File: config.mk
export PLATFORM = sky130hd
export DESIGN_NAME = branch_sequencer
export DESIGN_NICKNAME = d
export VERILOG_FILES = /design/src/rtl/branch_sequencer_pkg.sv /design/src/rtl/branch_sequencer_cond_eval.sv /design/src/rtl/branch_sequencer.sv
export SDC_FILE = /design/constraint.sdc
export NUM_CORES = 1
export LEC_CHECK = 0
export CAP_MARGIN = 10
export CORE_MARGIN = 2
export CORE_UTILIZATION = 52
export DETAILED_ROUTE_END_ITERATION = 16
export PLACE_DENSITY = 0.92
export SYNTH_ARGS = -nofsm -noshare
export SYNTH_HDL_FRONTEND = slang
export SYNTH_SLANG_ARGS = --single-unit
File: constraint.sdc
create_clock -name clk -period 3.3 [get_ports clk]
set_clock_uncertainty 0.1 [all_clocks]
set_input_delay 0.66 -clock clk [delete_from_list [all_inputs] [get_ports clk]]
set_output_delay 0.66 -clock clk [all_outputs]
set_load 0.05 [all_outputs]
File: src/rtl/branch_sequencer_pkg.sv
// Shared definitions for branch_sequencer: condition codes, flag bit indices,
// FSM states and the saturating counter helper used by the BRANCH_STATS_EN build.
package branch_sequencer_pkg;

    localparam int FLAG_Z = 2;
    localparam int FLAG_V = 1;
    localparam int FLAG_N = 0;

    localparam int FLUSH_CNT_W = 3;

    typedef enum logic [2:0] {
        BR_NEQ = 3'b000,
        BR_EQ  = 3'b001,
        BR_GT  = 3'b010,
        BR_LT  = 3'b011,
        BR_GE  = 3'b100,
        BR_LE  = 3'b101,
        BR_VS  = 3'b110,
        BR_UNC = 3'b111
    } br_cond_e;

    typedef enum logic [1:0] {
        ST_IDLE    = 2'd0,
        ST_WAIT    = 2'd1,
        ST_RESOLVE = 2'd2,
        ST_FLUSH   = 2'd3
    } state_e;

    function automatic logic [15:0] sat_inc16(input logic [15:0] v);
        return (v == 16'hFFFF) ? v : v + 16'd1;
    endfunction

endpackage

File: src/rtl/branch_sequencer_cond_eval.sv
// br_cond_eval: purely combinational evaluation of a 3-bit branch condition
// against the {Z,V,N} flags register.
module br_cond_eval
    import branch_sequencer_pkg::*;
(
    input  logic [2:0] cond,
    input  logic [2:0] flags,
    output logic       taken
);

    logic z;
    logic v;
    logic n;

    assign z = flags[FLAG_Z];
    assign v = flags[FLAG_V];
    assign n = flags[FLAG_N];

    always_comb begin
        // NOTE: assigning a default before the case keeps this purely combinational; a missed path would otherwise infer a latch.
        taken = 1'b0;
        case (cond)
            BR_NEQ: taken = ~z;
            BR_EQ:  taken = z;
            BR_GT:  taken = ~z & ~n;
            BR_LT:  taken = n;
            BR_GE:  taken = z | (~z & ~n);
            BR_LE:  taken = n | z;
            BR_VS:  taken = v;
            BR_UNC: taken = 1'b1;
            default: taken = 1'b0;
        endcase
    end

endmodule

File: src/rtl/branch_sequencer.sv
// branch_sequencer: holds the {Z,V,N} flags, stalls branches behind flag writers,
// resolves B/BR and issues a registered redirect plus a multi-cycle flush.
// Optional macro BRANCH_STATS_EN adds saturating branch/taken counters.
module branch_sequencer
    import branch_sequencer_pkg::*;
#(
    parameter int ADDR_W       = 16,
    parameter int OFFSET_W     = 9,
    parameter int FLUSH_CYCLES = 2
) (
    input  logic                clk,
    input  logic                rst,
    input  logic                br_valid,
    input  logic                br_is_reg,
    input  logic [2:0]          br_cond,
    input  logic [OFFSET_W-1:0] br_offset,
    input  logic [ADDR_W-1:0]   br_reg_val,
    input  logic [ADDR_W-1:0]   pc_plus1,
    input  logic                flags_wr_en,
    input  logic [2:0]          flags_in,
    input  logic                flags_busy,
    output logic [2:0]          flags_out,
    output logic                stall,
    output logic                redirect,
    output logic [ADDR_W-1:0]   redirect_pc,
    output logic                flush,
    output logic                br_taken
`ifdef BRANCH_STATS_EN
    ,
    output logic [15:0]         stat_branches,
    output logic [15:0]         stat_taken
`endif
);

    localparam logic [FLUSH_CNT_W-1:0] FLUSH_LOAD = FLUSH_CNT_W'(FLUSH_CYCLES - 1);

    state_e                   state_q, state_d;
    logic [2:0]               flags_q, flags_d;
    logic [2:0]               cond_q, cond_d;
    logic                     is_reg_q, is_reg_d;
    logic [OFFSET_W-1:0]      off_q, off_d;
    logic [ADDR_W-1:0]        reg_val_q, reg_val_d;
    logic [ADDR_W-1:0]        pc_q, pc_d;
    logic                     redirect_q, redirect_d;
    logic                     br_taken_q, br_taken_d;
    logic                     flush_q, flush_d;
    logic [ADDR_W-1:0]        redirect_pc_q, redirect_pc_d;
    logic [FLUSH_CNT_W-1:0]   cnt_q, cnt_d;

    logic                     hazard;
    logic                     capture;
    logic                     cond_taken;
    logic [ADDR_W-1:0]        target;

    br_cond_eval u_cond_eval (
        .cond  (cond_q),
        .flags (flags_q),
        .taken (cond_taken)
    );

    assign hazard = flags_wr_en | flags_busy;
    // The B offset is a signed word offset; wrap past either end of the address space is intended.
    assign target = is_reg_q ? reg_val_q : pc_q + ADDR_W'($signed(off_q));

    always_comb begin
        state_d       = state_q;
        flags_d       = flags_wr_en ? flags_in : flags_q;
        cond_d        = cond_q;
        is_reg_d      = is_reg_q;
        off_d         = off_q;
        reg_val_d     = reg_val_q;
        pc_d          = pc_q;
        redirect_d    = 1'b0;
        br_taken_d    = 1'b0;
        flush_d       = 1'b0;
        redirect_pc_d = redirect_pc_q;
        cnt_d         = cnt_q;
        capture       = 1'b0;
        stall         = 1'b0;

        case (state_q)
            ST_IDLE: begin
                if (br_valid) begin
                    if (hazard) begin
                        stall   = 1'b1;
                        state_d = ST_WAIT;
                    end else begin
                        capture = 1'b1;
                        state_d = ST_RESOLVE;
                    end
                end
            end
            ST_WAIT: begin
                stall = 1'b1;
                if (!hazard) begin
                    capture = 1'b1;
                    state_d = ST_RESOLVE;
                end
            end
            ST_RESOLVE: begin
                // Evaluation uses the pre-edge flags; a same-cycle flag write lands afterwards.
                stall = 1'b1;
                if (cond_taken) begin
                    redirect_d    = 1'b1;
                    br_taken_d    = 1'b1;
                    flush_d       = 1'b1;
                    redirect_pc_d = target;
                    cnt_d         = FLUSH_LOAD;
                    state_d       = (FLUSH_CYCLES == 1) ? ST_IDLE : ST_FLUSH;
                end else begin
                    state_d = ST_IDLE;
                end
            end
            ST_FLUSH: begin
                if (cnt_q == '0) begin
                    state_d = ST_IDLE;
                end else begin
                    cnt_d   = cnt_q - 1'b1;
                    flush_d = 1'b1;
                end
            end
            default: state_d = ST_IDLE;
        endcase

        if (capture) begin
            cond_d    = br_cond;
            is_reg_d  = br_is_reg;
            off_d     = br_offset;
            reg_val_d = br_reg_val;
            pc_d      = pc_plus1;
        end
    end

    always_ff @(posedge clk or posedge rst) begin
        // NOTE: state registers use non-blocking assignments so every flop samples pre-edge values.
        if (rst) begin
            state_q       <= ST_IDLE;
            flags_q       <= '0;
            cond_q        <= '0;
            is_reg_q      <= 1'b0;
            off_q         <= '0;
            reg_val_q     <= '0;
            pc_q          <= '0;
            redirect_q    <= 1'b0;
            br_taken_q    <= 1'b0;
            flush_q       <= 1'b0;
            redirect_pc_q <= '0;
            cnt_q         <= '0;
        end else begin
            state_q       <= state_d;
            flags_q       <= flags_d;
            cond_q        <= cond_d;
            is_reg_q      <= is_reg_d;
            off_q         <= off_d;
            reg_val_q     <= reg_val_d;
            pc_q          <= pc_d;
            redirect_q    <= redirect_d;
            br_taken_q    <= br_taken_d;
            flush_q       <= flush_d;
            redirect_pc_q <= redirect_pc_d;
            cnt_q         <= cnt_d;
        end
    end

    assign flags_out   = flags_q;
    assign redirect    = redirect_q;
    assign redirect_pc = redirect_pc_q;
    assign flush       = flush_q;
    assign br_taken    = br_taken_q;

`ifdef BRANCH_STATS_EN
    logic [15:0] stat_branches_q, stat_branches_d;
    logic [15:0] stat_taken_q, stat_taken_d;

    always_comb begin
        stat_branches_d = stat_branches_q;
        stat_taken_d    = stat_taken_q;
        if (state_q == ST_RESOLVE) begin
            stat_branches_d = sat_inc16(stat_branches_q);
            if (cond_taken) begin
                stat_taken_d = sat_inc16(stat_taken_q);
            end
        end
    end

    always_ff @(posedge clk or posedge rst) begin
        if (rst) begin
            stat_branches_q <= '0;
            stat_taken_q    <= '0;
        end else begin
            stat_branches_q <= stat_branches_d;
            stat_taken_q    <= stat_taken_d;
        end
    end

    assign stat_branches = stat_branches_q;
    assign stat_taken    = stat_taken_q;
`endif

endmodule

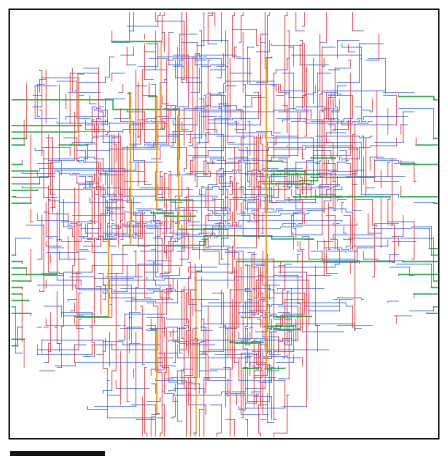
Run 1: wiring by layer
Scale bar: 20 um.
metal 1 -> blue  # wire length 3540 um
metal 4 -> orange  # wire length 245 um
metal 2 -> red  # wire length 4400 um
metal 3 -> green  # wire length 439 um
Total Routed Length: 8.624 mm
overall routing resource usage: 22.67%
average detailed-routed wire length per instance: 16.12 um
count of vias placed by the detailed router: 3081

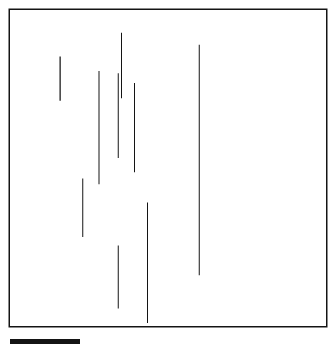
Run 1: met4 routing
Scale bar: 20 um.
nets with wire on the layer = 8
longest straight run = 65.3 um

==> impl_metrics.ini, run 1 <==
; flow metrics
[setup_path]
endpoint = redirect_pc[14]
arrival_ns = 3.08
cp_cell_sequence = ha_1, inv_1, fa_1, and2b_1, o2111ai_1, a21o_1, a311oi_1, nor4b_1, o41ai_2
crit_path_max_fanout = 5
timing.rr.start = off_q[0]
crit_path_start_kind = flip-flop
critical-path-slowest-cell = sky130_fd_sc_hd__a311oi_1

[floorplanning]
io_pins = 76
placementRows = 31
die_w_um = 89.91

[logic_synthesis]
synth.top_cells.by_area = sky130_fd_sc_hd__dfrtp_1 (46%), sky130_fd_sc_hd__mux2_2 (13%), sky130_fd_sc_hd__ha_1 (6.8%)
synth_stat.cells = 355
synth_top_cell_by_count = sky130_fd_sc_hd__dfrtp_1
largest_area_cell = sky130_fd_sc_hd__dfrtp_1
post_synthesis_sequential_area_ratio_pct = 46.30
synthSimpleGateAreaFrac_pct = 12.16
xor_share_pct = 1.141

[clock_tree]
ctsHtreeMaxLevel = 3
post_cts_buffers = 0
clk_path_buf_depth = 2
numCtsBuffers = 9

[detailed_routing]
dr.first_iter.drc_count = 167
vias_per_cell = 5.759
ant_nets = 0

[status]
status = complete, no violations

[power]
static-leakage-power_nw = 2.157

[final_layout]
final_cells = 535
final_net_count = 507
synthToLayoutAreaGrowth_pct = 28.53
layout.cell_area.non_filler_sq_um = 4932

[grt]
vias_in_the_first_global_route = 3137
grt_antenna_before_repair = 0
grt_pass1_wl_mm = 14.68

[placement]
routability_cong = 0.8129
placedCellCount = 520
dpl_cell_area_sq_um = 4698
pre_cts_slack_ns = 0.4132
placement.io_buffers = 75
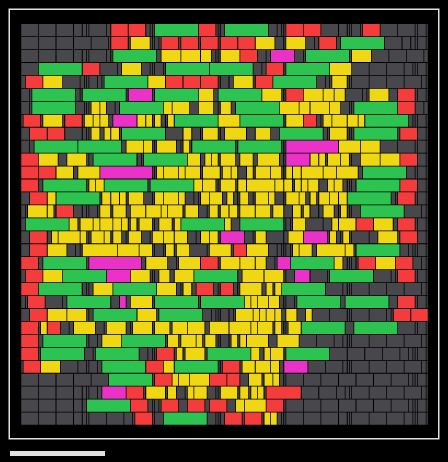
Run 1: cell classes on the final placement
Scale bar: 20 um. Fill, decap, tap and diode cells in grey.
clock drivers and dummy loads -> magenta  # cells 15
combinational and other logic -> yellow  # cells 270
sequential cells -> green  # cells 71
remaining buffers and delay cells -> red  # cells 80

-- run 1: layout by cell type, fill, tap and decap left out, types with 4 or more instances in the layout --
cell and instances:
sky130_fd_sc_hd__nand3_1 4, sky130_fd_sc_hd__dfrtp_1 71, sky130_fd_sc_hd__nand2b_1 4, sky130_fd_sc_hd__nand2_1 33, sky130_fd_sc_hd__nor3_1 6, sky130_fd_sc_hd__nor2_1 16, sky130_fd_sc_hd__and3_1 6, sky130_fd_sc_hd__o21ai_0 20
sky130_fd_sc_hd__a21o_1 8, sky130_fd_sc_hd__buf_4 5, sky130_fd_sc_hd__o21a_1 5, sky130_fd_sc_hd__a21oi_1 17, sky130_fd_sc_hd__and2_1 4, sky130_fd_sc_hd__inv_1 15, sky130_fd_sc_hd__ha_1 21, sky130_fd_sc_hd__mux2_2 45
sky130_fd_sc_hd__clkdlybuf4s50_1 74, sky130_fd_sc_hd__clkbuf_8 9, sky130_fd_sc_hd__mux2i_1 8
-- run 1: metal layers --
| layer | vias to the layer above | track usage [%] | wire [um] |
|---|---|---|---|
| li1 | 1444 | - | - |
| met1 | 1523 | 27.50 | 3536 |
| met3 | 20 | 4.359 | 438 |
| met5 | - | 0 | 0 |
| met2 | 94 | 38.76 | 4404 |
| met4 | 0 | 11.41 | 244 |
-- run 1: final cells by class --
class / count / area (sq um)
Inverter: 17 / 65.06
Tap cell: 99 / 123.9
Clock buffer: 10 / 127.6
Multi-Input combinational cell: 253 / 1934
Timing Repair Buffer: 80 / 798.3
Sequential cell: 71 / 1777
Fill cell: 557 / 2282
Clock inverter: 5 / 106.4
-- run 1: report_power, final --
group | total [mW] | leakage, nW | switching (mW) | internal, mW
combinational | 3.19 | 1.19 | 1.80 | 1.39
clock | 0.837 | 0.113 | 0.336 | 0.501
sequential | 1.60 | 0.857 | 0.318 | 1.29
-- run 1: flip-flops by register name (all words and copies together), names as in the netlist --
signal	count
pc_q	16
redirect_pc	16
reg_val_q	16
off_q	9
cnt_q	3
cond_q	3
flags_out	3
state_q	2
br_taken	1
flush	1
is_reg_q	1
-- run 1: worst max-delay path: cells and delay by family, from the launching register on --
family / cells / cell delay, ns
adders and majority gates: 2 / 0.56
DFF: 1 / 0.36
buffers and inverters: 1 / 0.06
and+or+nand+nor: 2 / 0.66
AOI/OAI and AO/OA: 4 / 1.08
-- run 1: metrics by stage --
step                      total power [mW]  hold slack, ns
after floorplan                      3.909          0.3721
after global placement               4.615          0.3800
after detailed placement             4.767          0.3802
after CTS                            5.635          0.4045
after global routing                 6.045          0.4169
final                                5.631          0.4020
-- run 1: worst min path at each step --
| stage | start | end | slack, ns | cells after the start |
|---|---|---|---|---|
| detailed placement | redirect_pc[2] | redirect_pc[2] | 0.38 | 2 |
| floorplan | reg_val_q[10] | reg_val_q[10] | 0.37 | 1 |
| global placement | redirect_pc[13] | redirect_pc[13] | 0.38 | 2 |
| CTS | redirect_pc[2] | redirect_pc[2] | 0.40 | 2 |
| global route | redirect_pc[11] | redirect_pc[11] | 0.42 | 1 |
| finish | redirect_pc[2] | redirect_pc[2] | 0.40 | 2 |
--- run 2 (diff from run 1) ---
--- a/config.mk
+++ b/config.mk
@@ -7,9 +7,10 @@
 export LEC_CHECK = 0
 export CAP_MARGIN = 10
 export CORE_MARGIN = 2
-export CORE_UTILIZATION = 52
+export CORE_UTILIZATION = 54
+export CTS_BUF_LIST = sky130_fd_sc_hd__clkbuf_4
 export DETAILED_ROUTE_END_ITERATION = 16
-export PLACE_DENSITY = 0.92
+export PLACE_DENSITY = 0.94
 export SYNTH_ARGS = -nofsm -noshare
 export SYNTH_HDL_FRONTEND = slang
 export SYNTH_SLANG_ARGS = --single-unit
==> run 2 against run 1 <==
Against the previous run:
- setup slack gained 0.0071 ns
- cell count is 0.56% lower
- die size is 3.5% lower
- hold slack got worse by 0.014 ns
- synthesized cell count did not move
- power is 3.3% lower
- critical path depth stayed put
- non-clock buffer count is 1 lower
- largest power group unchanged
- highest routed layer unchanged
==> impl_metrics.ini, run 2 <==
; flow metrics
[final_layout]
layout.cell_area.non_filler_sq_um = 4872
final.fill_count = 507
final_net_count = 506
most-common-layout-cells = sky130_fd_sc_hd__clkdlybuf4s50_1 (74), sky130_fd_sc_hd__dfrtp_1 (71), sky130_fd_sc_hd__mux2_2 (45), sky130_fd_sc_hd__nand2_1 (33), sky130_fd_sc_hd__ha_1 (21)
synthToLayoutAreaGrowth_pct = 26.96

[run]
stage_log_warnings = 30

[power]
sequentialPowerShare_pct = 29.3
post-layout-total-power_mw = 5.447
p_comb_share_pct = 59.1
static-leakage-power_nw = 2.132
clkPwrFrac_pct = 11.6
power.switching_fraction_pct = 45.11
internal_power_mw = 2.990
net-switching-power_mw = 2.457

[logic_synthesis]
synth_top_area_share_pct = 46.30
synth_stat.cells = 355
ys.flop_type = sky130_fd_sc_hd__dfrtp_1
top_cells_by_count = sky130_fd_sc_hd__dfrtp_1 (71), sky130_fd_sc_hd__mux2_2 (45), sky130_fd_sc_hd__nand2_1 (33), sky130_fd_sc_hd__ha_1 (21), sky130_fd_sc_hd__o21ai_0 (20)
synth_chip_area_sq_um = 3837
synth_top_cell_by_count = sky130_fd_sc_hd__dfrtp_1
synth.lib_cells_used.distinct = 53
largest_area_cell = sky130_fd_sc_hd__dfrtp_1
post_synthesis_sequential_area_ratio_pct = 46.30

[clock_tree]
ctsHtreeMaxLevel = 3
clk_path_buf_depth = 2
numCtsBuffers = 9

[grt]
grt_util_all_layers_pct = 23.95
grt_pass1_wl_mm = 14.31
globalRoute.totalOverflow = 0
grt_antenna_before_repair = 0
vias_in_the_first_global_route = 3098

[placement]
routability_cong = 0.9584
dpl_cell_area_sq_um = 4712
pre_cts_slack_ns = 0.3839
placement.io_buffers = 75

[setup_path]
endpoint = redirect_pc[12]
timing.rr.start = pc_q[0]
crit_path_max_fanout = 5
arrival_ns = 3.16
crit_path_start_kind = flip-flop

[status]
status = complete, no violations

[floorplanning]
die_w_um = 88.30
io_pins = 76

[detailed_routing]
ant_nets = 0
routed_wl_mm = 8.625
via_count = 3049
post-route-drc-count = 0
vias_per_cell = 5.731
dr.first_iter.drc_count = 154
[run 2: worst min path at each step]
stage	start	to	slack, ns
after CTS	rst	state_q[0]	0.39
final	rst	state_q[1]	0.39
after detailed placement	redirect_pc[5]	redirect_pc[5]	0.38
after global routing	rst	cond_q[2]	0.39
after global placement	redirect_pc[5]	redirect_pc[5]	0.38
after floorplan	reg_val_q[10]	reg_val_q[10]	0.37
[run 2: layer usage]
layer  share of wire, %  vias to the layer above  track usage, %
li1                   -                     1442               -
met5                  0                        -               0
met3                5.4                       19           4.757
met1                 41                     1475           30.02
met2                 51                      113           40.74
met4                2.5                        0           9.780
[run 2: critical path, cell delays in order, from the launching register on]
cell	delay (ns)
sky130_fd_sc_hd__dfrtp_1	0.38
sky130_fd_sc_hd__ha_1	0.19
sky130_fd_sc_hd__inv_1	0.06
sky130_fd_sc_hd__fa_1	0.38
sky130_fd_sc_hd__and2b_1	0.25
sky130_fd_sc_hd__o2111ai_1	0.14
sky130_fd_sc_hd__a21o_1	0.24
sky130_fd_sc_hd__a311oi_1	0.55
sky130_fd_sc_hd__a2111oi_0	0.21
sky130_fd_sc_hd__a211o_1	0.32
[run 2: per-stage QoR]
step           instances  hold WS [ns]
2_1_floorplan        355        0.3721
3_3_place_gp         516        0.3802
3_5_place_dp         516        0.3840
4_1_cts              532        0.3868
5_1_grt              532        0.3942
6_report             532        0.3882
[run 2: logic make-up (layout without fill, tap and decap cells)]
| family | after synthesis | count (layout) | share of synthesized area [%] |
|---|---|---|---|
| adder cells (fa/ha/maj) | 22 | 22 | 7.369 |
| XOR/XNOR | 5 | 5 | 1.141 |
| multiplexers | 53 | 53 | 15.29 |
| AND/OR/NAND/NOR | 93 | 93 | 12.16 |
| buffers and inverters | 31 | 112 | 3.423 |
| flip-flops | 71 | 71 | 46.30 |
| AND-OR/OR-AND | 80 | 80 | 14.31 |
[run 2: layout make-up]
class                           count  area, sq um  share of cell area (%)
Inverter                           17        65.06                   1.335
Multi-Input combinational cell    253         1934                   39.70
Timing Repair Buffer               79        815.8                   16.74
Clock buffer                       10        75.07                   1.541
Clock inverter                      6        85.08                   1.746
Tap cell                           96        120.1                   2.465
Sequential cell                    71         1777                   36.47
[run 2: power groups by stage]
| stage | clock, mW | sequential, mW | combinational (mW) |
|---|---|---|---|
| after global placement | 0 | 1.58 | 3.03 |
| after CTS | 0.637 | 1.59 | 3.22 |
| after global routing | 0.673 | 1.65 | 3.53 |
| after floorplan | 0 | 1.84 | 2.07 |
| final | 0.630 | 1.60 | 3.22 |
| after detailed placement | 0 | 1.61 | 3.19 |
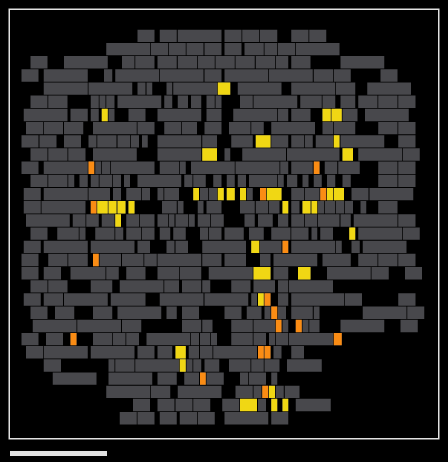
Run 2: logic cells by family
Scale bar: 20 um.
nor cells -> yellow  # cells 34, most used nor2_1
inv cells -> orange  # cells 17, most used inv_1
multi-input gate share of total cell area: 39.70%
most instantiated logic cell after routing: sky130_fd_sc_hd__clkdlybuf4s50_1
post-route non-filler standard cell count: 532

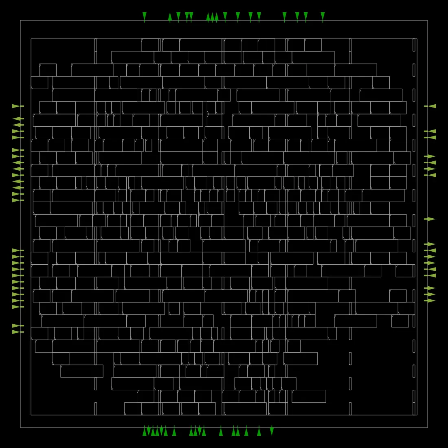
Run 2: cell placement
Final Util: 71.32%
row cnt: 30
well tap count: 96

--- run 3 (diff from run 2) ---
--- a/config.mk
+++ b/config.mk
@@ -6,7 +6,7 @@
 export NUM_CORES = 1
 export LEC_CHECK = 0
 export CAP_MARGIN = 10
-export CORE_MARGIN = 2
+export CORE_MARGIN = 4
 export CORE_UTILIZATION = 54
 export CTS_BUF_LIST = sky130_fd_sc_hd__clkbuf_4
 export DETAILED_ROUTE_END_ITERATION = 16
==> run 3 against run 2 <==
Against the previous run:
- clock-buffer cell count stayed put
- register-to-register slack worse by 0.04 ns
- global-route usage is 2.8 points lower
- hold slack better by 0.0017 ns
- clock power is 23% higher
- fmax is 1.4% lower
- critical path depth stayed put
- setup slack worse by 0.041 ns
- largest cell class unchanged
- largest power group unchanged
- highest routed layer unchanged
==> impl_metrics.ini, run 3 <==
; flow metrics
[logic_synthesis]
synth.lib_cells_used.distinct = 53
post_synthesis_sequential_area_ratio_pct = 46.30
synth_chip_area_sq_um = 3837
synth_top_area_share_pct = 46.30
ys.flop_type = sky130_fd_sc_hd__dfrtp_1
synth_top_cell_by_count = sky130_fd_sc_hd__dfrtp_1
top_cells_by_count = sky130_fd_sc_hd__dfrtp_1 (71), sky130_fd_sc_hd__mux2_2 (45), sky130_fd_sc_hd__nand2_1 (33), sky130_fd_sc_hd__ha_1 (21), sky130_fd_sc_hd__o21ai_0 (20)
synth_stat.cells = 355
largest_area_cell = sky130_fd_sc_hd__dfrtp_1

[final_layout]
final_net_count = 506
most-common-layout-cells = sky130_fd_sc_hd__clkdlybuf4s50_1 (74), sky130_fd_sc_hd__dfrtp_1 (71), sky130_fd_sc_hd__mux2_2 (45), sky130_fd_sc_hd__nand2_1 (33), sky130_fd_sc_hd__ha_1 (21)
synthToLayoutAreaGrowth_pct = 28.20

[grt]
use_met3_pct = 7.474
global_route.usage.met2_pct = 36.37
grt.met1_usage_pct = 25.28
globalRoute.totalOverflow = 0
vias_in_the_first_global_route = 3073
global_route.peak_usage_layer = met2

[placement]
pre_cts_slack_ns = 0.3783
routability_cong = 0.8540

[run]
stage_log_warnings = 30

[setup_path]
critical_path.max_stage_delay_ns = 0.56
arrival_ns = 3.17
crit_path_max_fanout = 5
worst_path_dominant_cell_family = AND-OR/OR-AND gates
crit_path_start_kind = flip-flop
cp_cell_sequence = ha_1, inv_1, fa_1, and2b_1, o2111ai_1, a21o_1, a311oi_1, nor4b_1, o41ai_2

[detailed_routing]
vias_per_cell = 5.639
ant_nets = 0
post-route-drc-count = 0

[power]
post-layout-total-power_mw = 5.548
clkPwrFrac_pct = 14.0
internal_power_mw = 3.135

[floorplanning]
io_pins = 76
die_w_um = 92.30
placementRows = 30

[clock_tree]
post_cts_buffers = 0
numCtsBuffers = 9
clk_path_buf_depth = 2

[hold_path]
hold-path-cell-count = 2

[status]
status = complete, no violations
## run 3: cell count changes in the layout (fill, tap and decap cells not counted), sizes merged
cell	change
clkinv	-1
clkinvlp	-1
bufinv	+2
## run 3: layer usage
layer	vias to the layer above	wire length, um
met5	-	0
met4	0	140
met3	14	431
met2	75	4456
met1	1463	3540
li1	1448	-
## run 3: cells by family (layout without fill, tap and decap cells)
kind of cell | count (synthesis) | after routing | synth area share (%)
muxes | 53 | 53 | 15.29
DFF | 71 | 71 | 46.30
adders and majority gates | 22 | 22 | 7.369
xor gates and xnor gates | 5 | 5 | 1.141
buffers and inverters | 31 | 112 | 3.423
AOI/OAI and AO/OA | 80 | 80 | 14.31
and+or+nand+nor | 93 | 93 | 12.16
## run 3: path summary, 6_finish.rpt
path	slack (ns)	from	end
hold reg to reg	0.39	redirect_pc[13]	redirect_pc[13]
setup / recovery	0.32	off_q[0]	redirect_pc[14]
min in group asynchronous	0.53	rst	pc_q[2]
hold / removal	0.39	redirect_pc[13]	redirect_pc[13]
max in group asynchronous	2.27	rst	off_q[8]
setup reg to reg	0.32	off_q[0]	redirect_pc[14]
## run 3: power groups by stage
stage               combinational (mW)  sequential [mW]  clock, mW
global route                      3.48             1.66      0.835
CTS                               3.17             1.60      0.794
finish                            3.17             1.60      0.776
floorplan                         2.07             1.84          0
detailed placement                3.14             1.61          0
global placement                  3.02             1.59          0
## run 3: area by class of cell
type / instances / area, sq um / area share (%)
sequential: 71 / 1777 / 36.11
clock inverter: 6 / 132.6 / 2.696
timing repair buffer: 79 / 815.8 / 16.58
tap: 96 / 120.1 / 2.442
inverter: 17 / 65.06 / 1.322
clock buffer: 10 / 75.07 / 1.526
multi-input combinational: 253 / 1934 / 39.32
## run 3: worst min-delay path: stages (launching register included)
cell	delay, ns
sky130_fd_sc_hd__dfrtp_1	0.35
sky130_fd_sc_hd__nand2_1	0.07
sky130_fd_sc_hd__o41ai_2	0.05
## run 3: through the flow
stage	area, sq um	instances	hold slack [ns]	utilization, %
2_1_floorplan	3837	355	0.3721	-
6_report	4920	532	0.3899	72.01
3_3_place_gp	4712	516	0.3664	68.97
4_1_cts	4920	532	0.3903	72.01
5_1_grt	4920	532	0.4002	72.01
3_5_place_dp	4712	516	0.3618	68.97
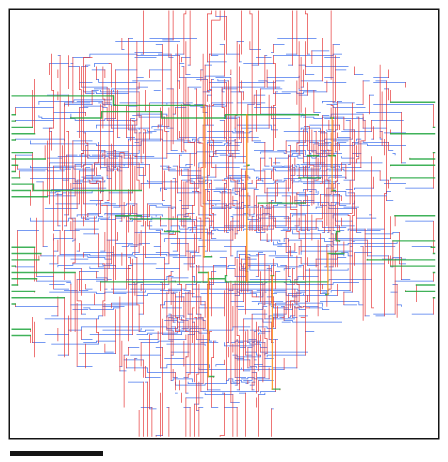
Run 3: wiring by layer
Scale bar: 20 um.
metal 2 -> red  # wire length 4460 um
metal 4 -> orange  # wire length 140 um
metal 1 -> blue  # wire length 3540 um
metal 3 -> green  # wire length 432 um
count of vias placed by the detailed router: 3000
average detailed-routed wire length per instance: 16.11 um
Total Routed Length: 8.569 mm
overall routing resource usage: 21.17%

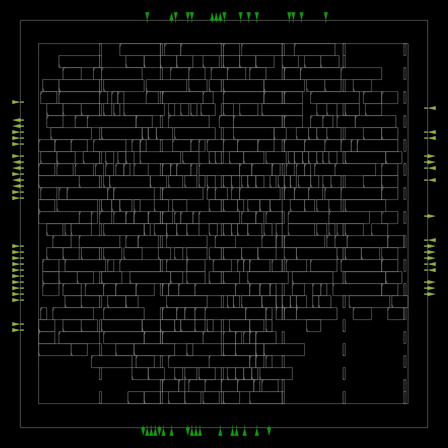
Run 3: cell placement
flip-flops: 71
Final Util: 72.01%
share of the final layout cell area in sequential cells: 36.11%
core footprint: 6832 sq um
fill cell instance count of the final layout: 498

Power and IR drop assume default switching activity.
